Figure 1. PDN straps and rails.
Scale bar: 50 um. Pins as bars on the die edge.
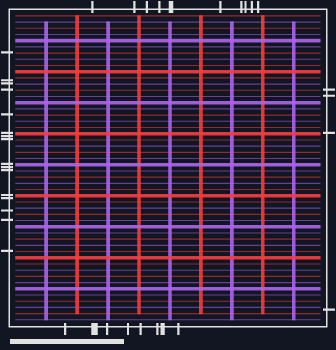
Figure 2. Cells colored by class.
Fill, decap, tap and diode cells in gray.
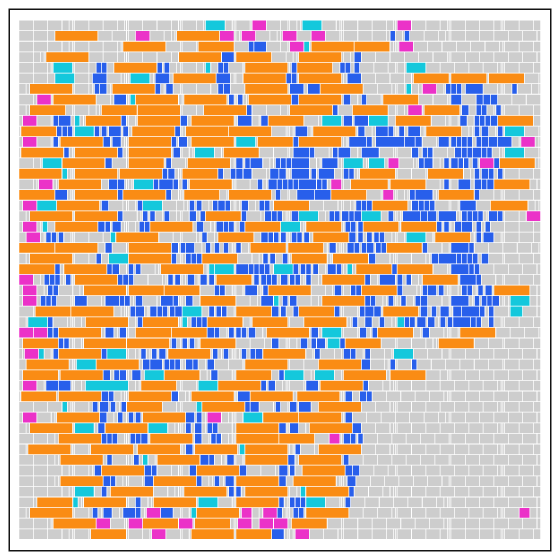
Figure 3. Clock network drawn from the DEF.
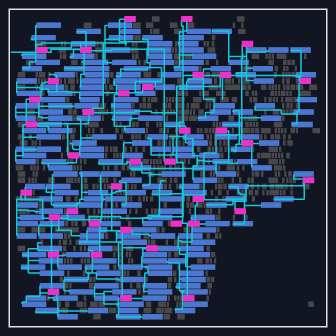
Figure 4. Metal layers overlaid.
Scale bar: 50 um. Only two layers are drawn.
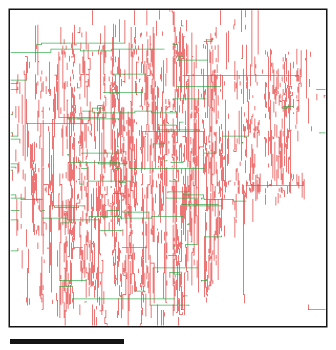
`src/rtl/a0_uart_monitor.sv`:
```
// a0_uart_monitor: captures changes of CPU register a0 into a FIFO and streams each word MSB-byte-first over 8N1 UART
module a0_uart_monitor #(
    parameter int CLKS_PER_BIT = 868,
    parameter int FIFO_DEPTH   = 4
) (
    input  logic                          clk,
    input  logic                          rst,
    input  logic [31:0]                   a0,
    input  logic                          en,
    input  logic                          clr_ovf,
    output logic                          tx,
    output logic                          busy,
    output logic                          overflow,
    output logic [$clog2(FIFO_DEPTH):0]   fifo_count
);
    localparam int AW = $clog2(FIFO_DEPTH);
    localparam int CW = $clog2(CLKS_PER_BIT);

    typedef enum logic [1:0] {IDLE, START, DATA, STOP} stateT;

    logic [31:0]   prevA0;
    logic [31:0]   mem [FIFO_DEPTH];
    logic [AW-1:0] wrPtr, rdPtr;
    logic [AW:0]   count;
    stateT         state, stateNext;
    logic [31:0]   word, wordNext;
    logic [1:0]    byteIdx, byteIdxNext;
    logic [2:0]    bitIdx, bitIdxNext;
    logic [CW-1:0] clkCnt, clkCntNext;
    logic          txNext;
    logic [7:0]    curByte;
    logic          change, full, empty, bitDone, frameEnd, pop, push, dropped;

    assign change   = en && (a0 != prevA0);
    assign full     = count == (AW+1)'(FIFO_DEPTH);
    assign empty    = count == '0;
    assign bitDone  = clkCnt == CW'(CLKS_PER_BIT - 1);
    // The last stop bit may pop directly so consecutive words run without a gap
    assign frameEnd = state == STOP && bitDone && byteIdx == 2'd3;
    assign pop      = !empty && (state == IDLE || frameEnd);
    assign push     = change && (!full || pop);
    assign dropped  = change && full && !pop;
    assign curByte  = word[31:24];

    assign busy       = state != IDLE || !empty;
    assign fifo_count = count;

    always_ff @(posedge clk or negedge rst) begin
        if (!rst) begin
            prevA0   <= '0;
            wrPtr    <= '0;
            rdPtr    <= '0;
            count    <= '0;
            overflow <= 1'b0;
        end else begin
            prevA0   <= a0;
            wrPtr    <= push ? wrPtr + 1'b1 : wrPtr;
            rdPtr    <= pop ? rdPtr + 1'b1 : rdPtr;
            count    <= count + (AW+1)'(push) - (AW+1)'(pop);
            overflow <= dropped || (overflow && !clr_ovf);
        end
    end

    always_ff @(posedge clk) begin
        if (push)
            mem[wrPtr] <= a0;
    end

    always_ff @(posedge clk or negedge rst) begin
        if (!rst) begin
            state   <= IDLE;
            word    <= '0;
            byteIdx <= '0;
            bitIdx  <= '0;
            clkCnt  <= '0;
            tx      <= 1'b1;
        end else begin
            state   <= stateNext;
            word    <= wordNext;
            byteIdx <= byteIdxNext;
            bitIdx  <= bitIdxNext;
            clkCnt  <= clkCntNext;
            tx      <= txNext;
        end
    end

    always_comb begin
        stateNext   = state;
        wordNext    = word;
        byteIdxNext = byteIdx;
        bitIdxNext  = bitIdx;
        clkCntNext  = bitDone ? '0 : clkCnt + 1'b1;
        txNext      = tx;
        if (pop) begin
            stateNext   = START;
            wordNext    = mem[rdPtr];
            byteIdxNext = '0;
            clkCntNext  = '0;
            txNext      = 1'b0;
        end else begin
            case (state)
                IDLE: begin
                    clkCntNext = '0;
                    txNext     = 1'b1;
                end
                START: if (bitDone) begin
                    stateNext  = DATA;
                    bitIdxNext = '0;
                    txNext     = curByte[0];
                end
                DATA: if (bitDone) begin
                    stateNext  = bitIdx == 3'd7 ? STOP : DATA;
                    bitIdxNext = bitIdx == 3'd7 ? bitIdx : bitIdx + 3'd1;
                    txNext     = bitIdx == 3'd7 ? 1'b1 : curByte[bitIdx + 3'd1];
                end
                STOP: if (bitDone) begin
                    stateNext   = byteIdx == 2'd3 ? IDLE : START;
                    byteIdxNext = byteIdx == 2'd3 ? byteIdx : byteIdx + 2'd1;
                    wordNext    = {word[23:0], 8'h00};
                    txNext      = byteIdx == 2'd3;
                end
            endcase
        end
    end
endmodule

```
`config.mk`:
```
export PLATFORM = sky130hd
export DESIGN_NAME = a0_uart_monitor
export DESIGN_NICKNAME = d
export VERILOG_FILES = /design/src/rtl/a0_uart_monitor.sv
export SDC_FILE = /design/constraint.sdc
export NUM_CORES = 1
export LEC_CHECK = 0
export ABC_AREA = 1
export CORE_MARGIN = 2
export CORE_UTILIZATION = 50
export CTS_BUF_LIST = sky130_fd_sc_hd__clkbuf_8
export DETAILED_ROUTE_END_ITERATION = 10
export PLACE_DENSITY = 0.73
export SLEW_MARGIN = 0
export SYNTH_ARGS = -nofsm -noshare
export SYNTH_HDL_FRONTEND = slang
export SYNTH_SLANG_ARGS = --single-unit
```
`constraint.sdc`:
```
create_clock -name clk -period 7.7 [get_ports clk]
set_input_delay 1.155 -clock clk [delete_from_list [all_inputs] [get_ports clk]]
set_output_delay 1.155 -clock clk [all_outputs]
set_load 0.02 [all_outputs]
```
==> results.cfg <==
; physical design summary
[detailed_routing]
drc = 0
avgRoutedWirePerCell_um = 16.62
drt_iter0_markers = 436
routed.top_layer = met4
dr_wl_met2_um = 9194
postRouteAntennaNets = 0
wl_met3_um = 1032
viasPerCell = 5.251

[layout]
areaGrowthSynthToFinish_pct = 14.55
layout_top_cells = nand2_1 (153), nor2_1 (139), edfxtp_1 (128)
num_antenna_cells = 0

[synth]
synth.cellmix.compoundShare_pct = 8.428
yosysUniqueCellTypes = 34
synthAdderAreaFrac_pct = 2.293
synthTopLogicFamily = simple AND/OR/NAND/NOR gates
syn_area_um2 = 9056
ys_sh_xor_pct = 2.611
top_cells_by_area = edfxtp_1 (42%), dfrtp_1 (25%), nand2_1 (6.3%)
yosysChipArea_um2 = 9056
synth.net_count = 880
synth_top_area_share_pct = 42.44
ys_warn_count = 0
synthCells = 828

[power]
clockPowerShare_pct = 36.0
seqPwrFrac_pct = 52.8
comb_power_share_pct = 11.2
leakage_nw = 4.178
p_int_mw = 2.051

[worst_setup_path]
crit_slowest_cell = nor2_4
path_buffers = 2
crit_path_start_kind = primary input
cp.arrival_ns = 3.78
r2r_start = byteIdx[0]
cp_top_family = simple AND/OR/NAND/NOR gates
r2r_cells = 13
cp-end-kind = flip-flop

[timing]
setup_viol = 0
slew_headroom_pct = 24.52
drv_slew = 0
hold_viol = 0
finalCriticalPeriod_ns = 3.630
rsz0062_at_grt = false
fin_tns_setup_ns = 0
max_freq_mhz = 275.5

[outcome]
status = finished clean

[cts]
cts_made_buffers = 37
cts_resized = 0
cts_setup_buffers = 0
cts_tree = built
cts_max_level = 2

[placed_design]
gp_congestion = 0.7699
dpl.cell_count = 1070

[global_routing]
grt_start_max_net_pins = 67
grt_pass1_vias = 5836
antenna_found_initial = 0
grt_pass1_wl_um = 30260
grt_usage_pct = 20.11

[floorplanning]
die_w_um = 138.6
dieArea_um2 = 19200
row_count = 49

[min_path]
holdCritStartpoint = clkCnt[0]
Back to the opening pictures, Figure 1:
[red] VDD
[purple] VSS
met5 straps: 9
met4 straps: 9
rows: 49
Max VDD drop: 0.1685 mV
core box area: 17840 um2
Die H: 138.6 um

Back to the opening pictures, Figure 2:
[blue] combinational and other logic | cells: 577 | share of their area: 28%
[orange] sequential cells | cells: 218 | share of their area: 60%
[cyan] clock drivers and dummy loads | cells: 67 | share of their area: 7.1%
[magenta] remaining buffers and delay cells | cells: 46 | share of their area: 4.4%
sequential share of cell area: 58.79%
Design Area, Final: 10370 um2
Util after Layout: 58.15%

Back to the opening pictures, Figure 3:
[blue] flip-flops | count: 218
[magenta] clock drivers | count: 37
[cyan] clock wires | length: 2730 um
flops lie: all over the die
routed clock nets: 38

Back to the opening pictures, Figure 4:
[red] metal 2 | wire length: 9190 um
[green] metal 3 | wire length: 1030 um

[per-layer routing]
| metal | global-route usage, % | vias to the layer above |
|---|---|---|
| li1 | - | 2892 |
| met1 | 26.22 | 2862 |
| met2 | 33.06 | 165 |
| met3 | 4.454 | 51 |
| met4 | 8.217 | 0 |
| met5 | 0 | - |
[synth_stat cells]
| library cell | count |
|---|---|
| a21boi_2 | 1 |
| a21oi_1 | 15 |
| a32o_1 | 9 |
| buf_1 | 2 |
| buf_2 | 10 |
| buf_4 | 1 |
| buf_6 | 3 |
| clkbuf_1 | 17 |
| dfrtp_1 | 89 |
| dfstp_2 | 1 |
| edfxtp_1 | 128 |
| fa_1 | 1 |
| ha_1 | 15 |
| inv_1 | 65 |
| inv_2 | 2 |
| nand2_1 | 153 |
| nand2_2 | 2 |
| nand2_4 | 1 |
| nand3_1 | 17 |
| nand4_1 | 7 |
| nor2_1 | 143 |
| nor2_2 | 2 |
| nor2_4 | 1 |
| nor3_1 | 5 |
| nor3_2 | 1 |
| nor3b_1 | 2 |
| o211ai_1 | 2 |
| o21a_1 | 1 |
| o21ai_0 | 78 |
| o21ai_1 | 1 |
| o22ai_1 | 25 |
| o31ai_2 | 1 |
| xnor2_1 | 25 |
| xor2_1 | 2 |
[power groups by stage]
stage | logic, mW | clock network [mW] | registers, mW
global route | 0.342 | 1.06 | 1.47
detailed placement | 0.315 | 0 | 1.48
global placement | 0.310 | 0 | 1.48
floorplan | 0.154 | 0 | 1.49
CTS | 0.317 | 1.01 | 1.46
finish | 0.309 | 0.993 | 1.46
[metrics by stage]
step                area (um2)  utilization [%]  worst slack (ns)  total power [mW]  hold WS (ns)
global route             10370            58.15             3.755             2.880        0.4922
detailed placement        9657            54.13             3.488             1.797        0.4629
CTS                      10370            58.15             4.041             2.790        0.4711
finish                   10370            58.15             4.070             2.761        0.4630
floorplan                 9056                -             4.160             1.641        0.4329
global placement          9657            54.13             3.574             1.787        0.4533
[worst register-to-register path: cells and delay by family (launching register included)]
kind / cells / cell delay [ns]
flops: 1 / 0.38
xor+xnor: 1 / 0.14
simple gates: 4 / 0.97
fa+ha+maj: 4 / 1.23
buf+inv: 4 / 0.80
[worst max-delay path by stage]
stage / start / endpoint / slack [ns] / depth (start not counted)
after detailed placement: a0[25] / mem[3][25] / 3.49 / 11
after global placement: a0[25] / mem[3][25] / 3.57 / 11
after global routing: byteIdx[0] / fifo_count[2] / 3.76 / 13
final: a0[25] / mem[3][3] / 4.07 / 11
after CTS: a0[25] / mem[3][3] / 4.04 / 11
after floorplan: a0[19] / mem[0][0] / 4.16 / 10
[layout make-up]
type | instances | area (um2)
inverter | 67 | 251.5
clock inverter | 25 | 138.9
clock buffer | 42 | 578.1
sequential | 218 | 6098
multi-input combinational | 510 | 2575
timing repair buffer | 46 | 445.4
fill | 1474 | 7467
tap | 229 | 286.5
[sequential cells by signal, summed over array words and instances, names as in the netlist, 3 cells and up]
signal and count:
clkCnt 10, prevA0 32, fifo_count 3, mem 128, bitIdx 3, word 32
Power and IR drop assume default switching activity.
